`config.mk`:
```
export PLATFORM = sky130hd
export DESIGN_NAME = ks10_bus_arbiter
export DESIGN_NICKNAME = d
export VERILOG_FILES = /design/src/rtl/ks10_bus_arbiter.sv
export SDC_FILE = /design/constraint.sdc
export NUM_CORES = 1
export LEC_CHECK = 0
export CORE_AREA = 2 2 163 165
export DETAILED_ROUTE_END_ITERATION = 8
export DIE_AREA = 0 0 165 167
export GPL_TIMING_DRIVEN = 0
export HOLD_SLACK_MARGIN = 0.12
export PLACE_DENSITY = 0.64
export RECOVER_POWER = 100
export REMOVE_ABC_BUFFERS = 1
export SYNTH_ARGS = -nofsm -noshare
export SYNTH_HDL_FRONTEND = slang
export SYNTH_SLANG_ARGS = --single-unit
```
`constraint.sdc`:
```
create_clock -name clk -period 5.3 [get_ports clk]
set_input_delay 1.06 -clock clk [delete_from_list [all_inputs] [get_ports clk]]
set_output_delay 1.06 -clock clk [all_outputs]
set_load 0.01 [all_outputs]
```
`src/rtl/ks10_bus_arbiter.sv`:
```
// KS10 backplane bus arbiter: round-robin grant, one-cycle request strobe,
// acknowledge/data return path and non-existent-device (NXM) timeout.
//
// Ports:
//   clk, rst        bus clock (rising edge), async active-low reset
//   devREQO[N]      per-device request
//   devACKO[N]      per-device acknowledge
//   devADDRO[N*36]  per-device address, device i at [36*i +: 36]
//   devDATAO[N*36]  per-device data, device i at [36*i +: 36]
//   devINTRO[N*7]   per-device interrupt lines, device i at [7*i +: 7]
//   busREQI         one-cycle broadcast request strobe
//   busADDRI[36]    address of the granted cycle
//   busDATAI[36]    write data during REQ, read data after ACK
//   busINTRI[7]     registered OR of all device interrupt lines
//   devACKI[N]      acknowledge pulse to the granted requester
//   devNXM[N]       timeout pulse to the granted requester
//   grant[N]        one-hot current owner, 0 when idle
module ks10_bus_arbiter #(
    parameter int NDEV    = 4,
    parameter int TIMEOUT = 63
) (
    input  logic               clk,
    input  logic               rst,
    input  logic [NDEV-1:0]    devREQO,
    input  logic [NDEV-1:0]    devACKO,
    input  logic [NDEV*36-1:0] devADDRO,
    input  logic [NDEV*36-1:0] devDATAO,
    input  logic [NDEV*7-1:0]  devINTRO,
    output logic               busREQI,
    output logic [35:0]        busADDRI,
    output logic [35:0]        busDATAI,
    output logic [6:0]         busINTRI,
    output logic [NDEV-1:0]    devACKI,
    output logic [NDEV-1:0]    devNXM,
    output logic [NDEV-1:0]    grant
);

    localparam int IW = (NDEV > 1) ? $clog2(NDEV) : 1;
    localparam logic [7:0] TMAX = 8'(TIMEOUT - 1);

    typedef enum logic [1:0] {
        S_IDLE,
        S_REQ,
        S_WAIT,
        S_DONE
    } state_t;

    state_t state_q, state_d;

    logic [IW-1:0]   rr_q, rr_d;
    logic [7:0]      timer_q, timer_d;
    logic            req_q, req_d;
    logic [35:0]     addr_q, addr_d;
    logic [35:0]     data_q, data_d;
    logic [6:0]      intr_q, intr_d;
    logic [NDEV-1:0] ack_q, ack_d;
    logic [NDEV-1:0] nxm_q, nxm_d;
    logic [NDEV-1:0] grant_q, grant_d;

    logic [35:0]     addr_a [NDEV];
    logic [35:0]     data_a [NDEV];
    logic [IW-1:0]   cand   [NDEV];

    logic            pick_vld;
    logic [IW-1:0]   pick_idx;
    logic [IW-1:0]   pick_nxt;
    logic [NDEV-1:0] ack_mask;
    logic            ack_vld;
    logic [IW-1:0]   resp_idx;
    logic            expired;

    always_comb begin
        for (int i = 0; i < NDEV; i++) begin
            addr_a[i] = devADDRO[36*i +: 36];
            data_a[i] = devDATAO[36*i +: 36];
        end
    end

    // Search order: rr_q, rr_q+1, ... wrapping back to rr_q-1.
    always_comb begin
        for (int k = 0; k < NDEV; k++) begin
            cand[k] = IW'((int'(rr_q) + k) % NDEV);
        end
    end

    // Scanning downward lets the earliest candidate overwrite later ones.
    always_comb begin
        pick_vld = 1'b0;
        pick_idx = '0;
        for (int k = NDEV - 1; k >= 0; k--) begin
            if (devREQO[cand[k]]) begin
                pick_vld = 1'b1;
                pick_idx = cand[k];
            end
        end
    end

    assign pick_nxt = (pick_idx == IW'(NDEV - 1)) ? '0
                                                  : pick_idx + 1'b1;

    // The requester's own ACKO is ignored; lowest remaining index wins.
    assign ack_mask = devACKO & ~grant_q;

    always_comb begin
        ack_vld  = 1'b0;
        resp_idx = '0;
        for (int i = NDEV - 1; i >= 0; i--) begin
            if (ack_mask[i]) begin
                ack_vld  = 1'b1;
                resp_idx = IW'(i);
            end
        end
    end

    assign expired = (timer_q == TMAX);

    always_comb begin
        intr_d = '0;
        for (int i = 0; i < NDEV; i++) begin
            intr_d = intr_d | devINTRO[7*i +: 7];
        end
    end

    always_ff @(posedge clk or negedge rst) begin
        if (!rst) begin
            state_q <= S_IDLE;
        end else begin
            state_q <= state_d;
        end
    end

    always_comb begin
        state_d = state_q;
        unique case (state_q)
            S_IDLE: if (pick_vld) state_d = S_REQ;
            S_REQ:  state_d = S_WAIT;
            S_WAIT: if (ack_vld || expired) state_d = S_DONE;
            S_DONE: state_d = S_IDLE;
            default: state_d = S_IDLE;
        endcase
    end

    always_comb begin
        rr_d    = rr_q;
        timer_d = timer_q;
        req_d   = req_q;
        addr_d  = addr_q;
        data_d  = data_q;
        ack_d   = ack_q;
        nxm_d   = nxm_q;
        grant_d = grant_q;
        unique case (state_q)
            S_IDLE: begin
                req_d = 1'b0;
                if (pick_vld) begin
                    req_d   = 1'b1;
                    addr_d  = addr_a[pick_idx];
                    data_d  = data_a[pick_idx];
                    grant_d = '0;
                    grant_d[pick_idx] = 1'b1;
                    timer_d = '0;
                    rr_d    = pick_nxt;
                end
            end
            S_REQ: begin
                req_d = 1'b0;
            end
            S_WAIT: begin
                if (ack_vld) begin
                    data_d = data_a[resp_idx];
                    ack_d  = grant_q;
                end else if (expired) begin
                    nxm_d = grant_q;
                end else begin
                    timer_d = timer_q + 8'd1;
                end
            end
            S_DONE: begin
                ack_d   = '0;
                nxm_d   = '0;
                grant_d = '0;
            end
            default: begin
                req_d = 1'b0;
            end
        endcase
    end

    always_ff @(posedge clk or negedge rst) begin
        if (!rst) begin
            rr_q    <= '0;
            timer_q <= '0;
            req_q   <= 1'b0;
            addr_q  <= '0;
            data_q  <= '0;
            intr_q  <= '0;
            ack_q   <= '0;
            nxm_q   <= '0;
            grant_q <= '0;
        end else begin
            rr_q    <= rr_d;
            timer_q <= timer_d;
            req_q   <= req_d;
            addr_q  <= addr_d;
            data_q  <= data_d;
            intr_q  <= intr_d;
            ack_q   <= ack_d;
            nxm_q   <= nxm_d;
            grant_q <= grant_d;
        end
    end

    assign busREQI  = req_q;
    assign busADDRI = addr_q;
    assign busDATAI = data_q;
    assign busINTRI = intr_q;
    assign devACKI  = ack_q;
    assign devNXM   = nxm_q;
    assign grant    = grant_q;

endmodule

```
==> reports/metrics.cfg, run 1 <==
[status]
status=finished with violations
violations=max-capacitance violations, max-slew violations

[finish]
num-nets-final=1527
fill_cells=2460
area_growth_pct=61.17
seq_cell_count=104
layout_top_cells=clkdlybuf4s50_1, nand2_1, dfrtp_1, dlygate4sd3_1
final_cells=1531
antennaDiodeCount=0
clk_share=0.02605
num-nonclk-inverters=6
largest_cell_class=logic gates
clkbuf_count=9
logic_gate_count=640
bufAreaShareNonClock=0.3571
sh_comb_area=0.3720
layout_top_cell=clkdlybuf4s50_1
num-nonclk-buffers=430
seq_area_frac=0.2092
drive_gt1_frac=0.06605

[synthesis]
synth_async_sr_flop_share=1.000
area_leaders=dfrtp_1, mux4_2, nand2_1, a211oi_1, and3_1
synth.distinct_cells=56
edf_count=0
ys_chip_area_um2=7720
synth_flops=104
synth_top_area_share=0.3371
ys_seq_frac=0.3371
largest_area_cell=dfrtp_1
yosys-stat-cells=834
synth_top_flop_cell=dfrtp_1
yosys-top-cells-count=nand2_1, dfrtp_1, a211oi_1, and3_1, clkbuf_1
netlist_area_um2=7720
synth_warnings=0
avgSynthCellArea_um2=9.256

[sta]
setup_viol_count_final=0
final-hold-violation-count=0
timing.fmax_mhz=213.1
grt_setup_unrepaired=false
setup_slack_ns=0.6074
tns_ns=0
skew_ns=0.01328
holdWs_ns=0.4725
slew_violations=146

[power]
pwr-share-clk=0.139
p_per_area_nw_per_um2=444.0
seqPwrFrac=0.239
peakVddDrop_mv=0.2798
switching_power_mw=2.392
p_seq_mw=1.32
p_int_mw=3.131
powerClk_uw=765
p_comb_mw=3.44
comb_power_share=0.622
top_power_group=combinational logic
leakage_nw=5.179
p_total_mw=5.524

[critical_path]
crit_chain=dlygate4sd3_1 > nor4_1 > and2_0 > a211o_1 > nor2_4 > buf_12 > a22oi_1 > o21ai_0
critPathMaxFanout=38
crit_arrival_ns=4.93
reg2regPathDepth=8
reg2reg_slack_ns=1.40
reg2reg_from=state_q[0]
critPathRequiredTime_ns=5.53
path_buffers=2
slowest_delay_ns=1.35
criticalPathCategory=primary input to flop
crit_cells=8
critPathTopFamily=AND-OR/OR-AND gates
reg2reg_to=busDATAI[20]
cp-end-kind=flop
cp-start-kind=primary input
crit_slowest_cell=a211o_1
endpoint=busDATAI[20]

[routing]
first_pass_iters=5
ant_nets=0
avgViaCountPerCell=5.479
route.vias.total=8388
drcViolationCount=0
wl_um=31440

[worst_hold_path]
hold_class=flop to flop
whs_path_depth=1
min_to=busADDRI[18]
min_from=busADDRI[18]

[placed_design]
placed_area_um2=12160
io_buffers=417
dpl.cell_count=1515
hpwl_um=22100
pre_cts_ws_ns=0.3320
place.gp.congestion=0.8127

[cts]
cts-hold-fix-buffers=0
cts_buffers=9
clockRootBuffer=clkbuf_16
cts_setup_buffers=0
cts_buffer_depth=2
insertion_delay_ns=0.36
post_cts_resized=0
clkTransAtPathRegs_ns=0.08
tritoncts=built
clkSinkCount=104
h-tree-depth=3

[grt]
antenna_found_initial=0
grt_pass1_wl_um=47430
grt_max_degree=149
grt_pass1_vias=8397
grt_overflow_total=0

[floorplanning]
taps=335
die_h_um=167
core-area_um2=25760
ios=418
die_x_um=165
rows=59
die_area_um2=27560

[job]
log.warning_count=34
drv_cap=3

## run 1: routing by layer
layer / vias up / global-route usage / routed length, µm
met3: 45 / 0.05081 / 2249
met1: 4105 / 0.2770 / 12850
met5: - / 0 / 0
met2: 348 / 0.3808 / 15700
met4: 0 / 0.06541 / 646
li1: 3890 / - / -
## run 1: logic make-up (layout without fill, tap and decap cells)
group / after synthesis / after routing / share of synthesized area
AND-OR/OR-AND: 287 / 287 / 0.2718
XOR/XNOR: 5 / 5 / 0.005672
adder cells (fa/ha/maj): 10 / 10 / 0.01621
buffers and inverters: 90 / 452 / 0.06969
flip-flops: 104 / 104 / 0.3371
multiplexers: 36 / 36 / 0.1065
AND/OR/NAND/NOR: 302 / 302 / 0.1930
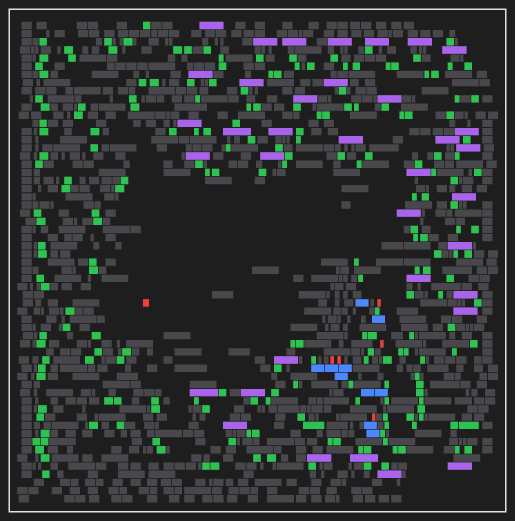
(run_1/gate_families.png)
Drawn at 3 px/µm.
- purple: multiplexers (cells 36; most used mux4_2)
- red: inverters (cells 6; most used inv_1)
- green: inverting AOI/OAI gates (cells 213; most used a211oi_1; where all over the die)
- blue: adder and majority cells (cells 10; most used ha_1)

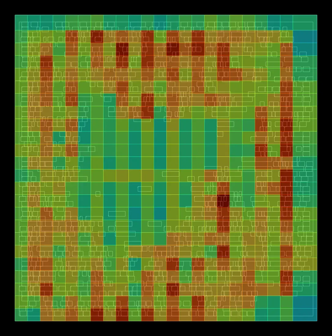
(run_1/final_congestion.png)
post-layout util: 0.4829
routed len/inst: 20.54 µm
met1 Resource Use GR: 0.2770
GRT Resource Usage Total: 0.2222
GRT Max-Usage Layer: met2

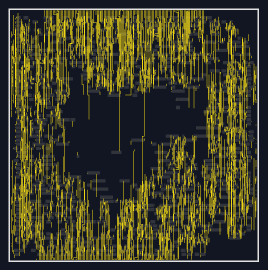
(run_1/met2.png)
Drawn at 1.5 px/µm.
- main direction: vertical
- nets with wire on the layer: 1287
- share of all routed wire: 50%
- wire length on this layer: 15700 µm
- longest straight run: 70.9 µm

## Run 2: what changed since run 1
--- a/config.mk
+++ b/config.mk
@@ -13,6 +13,7 @@
 export PLACE_DENSITY = 0.64
 export RECOVER_POWER = 100
 export REMOVE_ABC_BUFFERS = 1
+export SLEW_MARGIN = 0
 export SYNTH_ARGS = -nofsm -noshare
 export SYNTH_HDL_FRONTEND = slang
 export SYNTH_SLANG_ARGS = --single-unit
==> constraint.sdc (replaced) <==
create_clock -name clk -period 5.3 [get_ports clk]
set_input_delay 0.53 -clock clk [delete_from_list [all_inputs] [get_ports clk]]
set_output_delay 0.53 -clock clk [all_outputs]
set_load 0.01 [all_outputs]
==> reports/metrics.cfg, run 2 <==
[grt]
grt_use_total=0.2223
grt_pass1_vias=8400
antenna_found_initial=0
grt_max_degree=149
grt_overflow_total=0

[floorplanning]
die_h_um=167
die_area_um2=27560
rows=59
die_x_um=165

[critical_path]
crit_cells=8
reg2regPathDepth=8
path_buffers=2
reg2reg_from=state_q[0]
endpoint=busDATAI[24]
critPathTopFamily=AND-OR/OR-AND gates
crit_slowest_cell=a211o_1
slowest_delay_ns=1.34
reg2reg_to=busDATAI[24]

[status]
status=finished with violations
violations=max-capacitance violations, max-slew violations

[cts]
cts_setup_buffers=0
clkTransAtPathRegs_ns=0.07
cts_buffer_depth=2
tritoncts=built
post_cts_resized=0
clockRootBuffer=clkbuf_16
cts_buffers=9
clkSinkCount=104
insertion_delay_ns=0.36

[synthesis]
edf_count=0
synth.distinct_cells=56
synth_flops=104
synth_top_flop_cell=dfrtp_1
yosys-top-cells-count=nand2_1, dfrtp_1, a211oi_1, and3_1, clkbuf_1
ys_seq_frac=0.3371
netlist_area_um2=7720
simple_gate_share=0.1930
ys_top_logic_family=AND-OR/OR-AND gates
ys_chip_area_um2=7720
synth_async_sr_flop_share=1.000
aoi_share=0.2718

[worst_hold_path]
whs_path_depth=1
min_from=busADDRI[18]
min_to=busADDRI[18]
hold_class=flop to flop

[power]
peakVddDrop_mv=0.2808
p_comb_mw=3.43
switching_power_mw=2.390
leakage_nw=5.194
comb_power_share=0.622
top_power_group=combinational logic
p_per_area_nw_per_um2=442.2
p_seq_mw=1.32
pwr-share-clk=0.139

[routing]
avgViaCountPerCell=5.458
route.vias.total=8361
wl_per_cell_um=20.48
first_pass_iters=4
drcViolationCount=0

[sta]
final-hold-violation-count=0
setup_slack_ns=1.070
holdWs_ns=0.4725
timing.fmax_mhz=236.4
grt_setup_unrepaired=false
slew_violations=84
tns_ns=0

[finish]
drive_gt1_frac=0.06683
utilization=0.4848
antennaDiodeCount=0
layout_top_cells=clkdlybuf4s50_1, nand2_1, dfrtp_1, dlygate4sd3_1

[placed_design]
place.gp.congestion=0.8127
dpl.cell_count=1515
hpwl_um=22100
placed_area_um2=12160

[job]
drv_cap=2
log.warning_count=34

## run 2: cell counts after synthesis
Identical to the previous run, type by type.
## run 2: routing by layer
metal / global-route usage / up-vias / wire length [µm]
met1: 0.2772 / 4090 / 12800
met5: 0 / - / 0
met2: 0.3808 / 337 / 15680
met4: 0.06541 / 0 / 631
li1: - / 3893 / -
met3: 0.05081 / 41 / 2266
## run 2: cell type report
| class | instances | area (µm²) |
|---|---|---|
| fillers | 2454 | 13270 |
| multi-input cells | 640 | 4643 |
| repair buffers | 431 | 4476 |
| flip-flops and latches | 104 | 2603 |
| well taps | 335 | 419.2 |
| clock buffers | 9 | 225.2 |
| clock inverters | 7 | 98.84 |
| inverters | 6 | 25.02 |
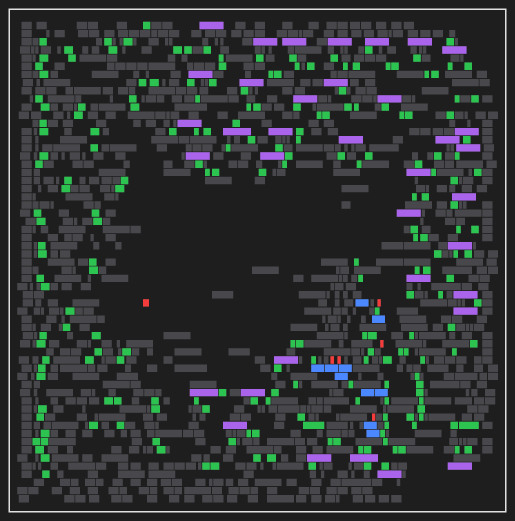
(run_2/gate_families.png)
Drawn at 3 px/µm.
- red: inverters (cells 6; most used inv_1)
- blue: adder and majority cells (cells 10; most used ha_1)
- purple: multiplexers (cells 36; most used mux4_2)
- green: inverting AOI/OAI gates (cells 213; most used a211oi_1; where all over the die)
most frequent logic cell in the layout: clkdlybuf4s50_1
logic share of the area: 0.3718
Non-Filler Instances: 1532

Power and IR drop assume default switching activity.
